==> images/floorplan.png <==
(3 px per um) Pins as bars on the die edge. Tap cells in gray.
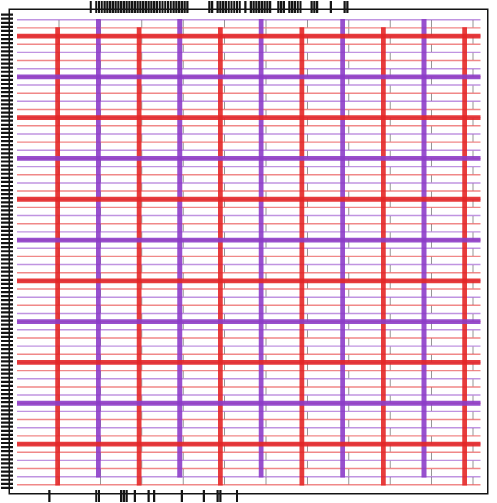
==> images/class_map.png <==
(3 px per um) Fill, decap, tap and diode cells in gray.
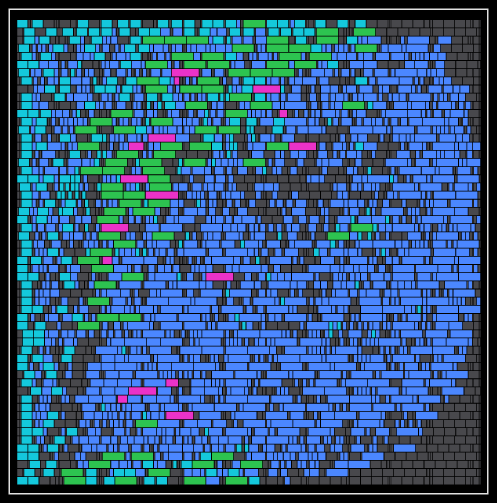
Design alu_scheduler_flat, sky130hd; sources not shown.
==> flow_summary.ini <==
; synthesis and place-and-route metrics
[synth]
syn_inst = 1824
largest_area_cell = fa_1

[place]
placedCellCount = 2346
pre_cts_ws_ns = 2.07
place_area_um2 = 16900
place_hpwl_um = 38000

[critical_path]
reg2reg_depth = 20
crit_chain = clkdlybuf4s50_1, a21oi_1, o21a_1, o22ai_2, clkinv_1, clkbuf_1, clkbuf_1, ha_1, and2_1, clkdlybuf4s50_1
cp.depth = 10
cp_slowest_cell = clkdlybuf4s50_1

[final_layout]
comb_area_um2 = 11300
fillers = 1910
flops = 91
num_antenna_cells = 0
final-clk-cell-share_pct = 1.80

[global_routing]
grt_pass1_wl_um = 73200
grt_max_degree = 17
grt_pass1_vias = 14300
met3_usage_pct = 6.65

[pwr]
swShare_pct = 53.5
combPwrFrac_pct = 70.9
power.total_mw = 2.51

[flow_run]
warnings = 45

[cts]
clkLatencyLatePin_ns = 0.37

[sta]
worst-slew-pin-transition_ns = 1.09

[route]
remaining_drc_errors = 0

[outcome]
outcome = finished clean

[hold_path]
hp-class = reg2reg
About floorplan.png:
net	color
VDD	purple
VSS	red
met1 rails	58
met4 straps	11
signal pins	200
rows	57
Die Wd: 159 um
core area: 24000 um^2
die height: 161 um

About class_map.png:
class	color	cells
clock drivers and dummy loads	magenta	16
remaining buffers and delay cells	cyan	294
registers	green	91
remaining logic cells	blue	1637
Core Rows: 57
fraction of area in registers: 10.6%
fin area: 17200 um^2
final core occ: 71.9%

[kinds of logic (layout without fill, tap and decap cells)]
kind of cell               Yosys count  count (layout)
muxes                                5               5
and+or+nand+nor                    674             674
buffers and inverters              371             585
adders and majority gates          338             338
AOI/OAI and AO/OA                  291             291
xor gates and xnor gates            54              54
DFF                                 91              91
[layer usage]
layer	wire (um)	share of wire, %
met4	3190	6.8
met3	4310	9.2
met1	17500	37
met5	0	0
met2	21900	47
[power by group through the flow]
stage	Combinational, mW	Clock, mW	Sequential (mW)
floorplan	1.18	0	0.415
global placement	1.69	0	0.433
detailed placement	1.74	0	0.436
CTS	1.75	0.291	0.430
global route	1.96	0.300	0.441
finish	1.78	0.291	0.440
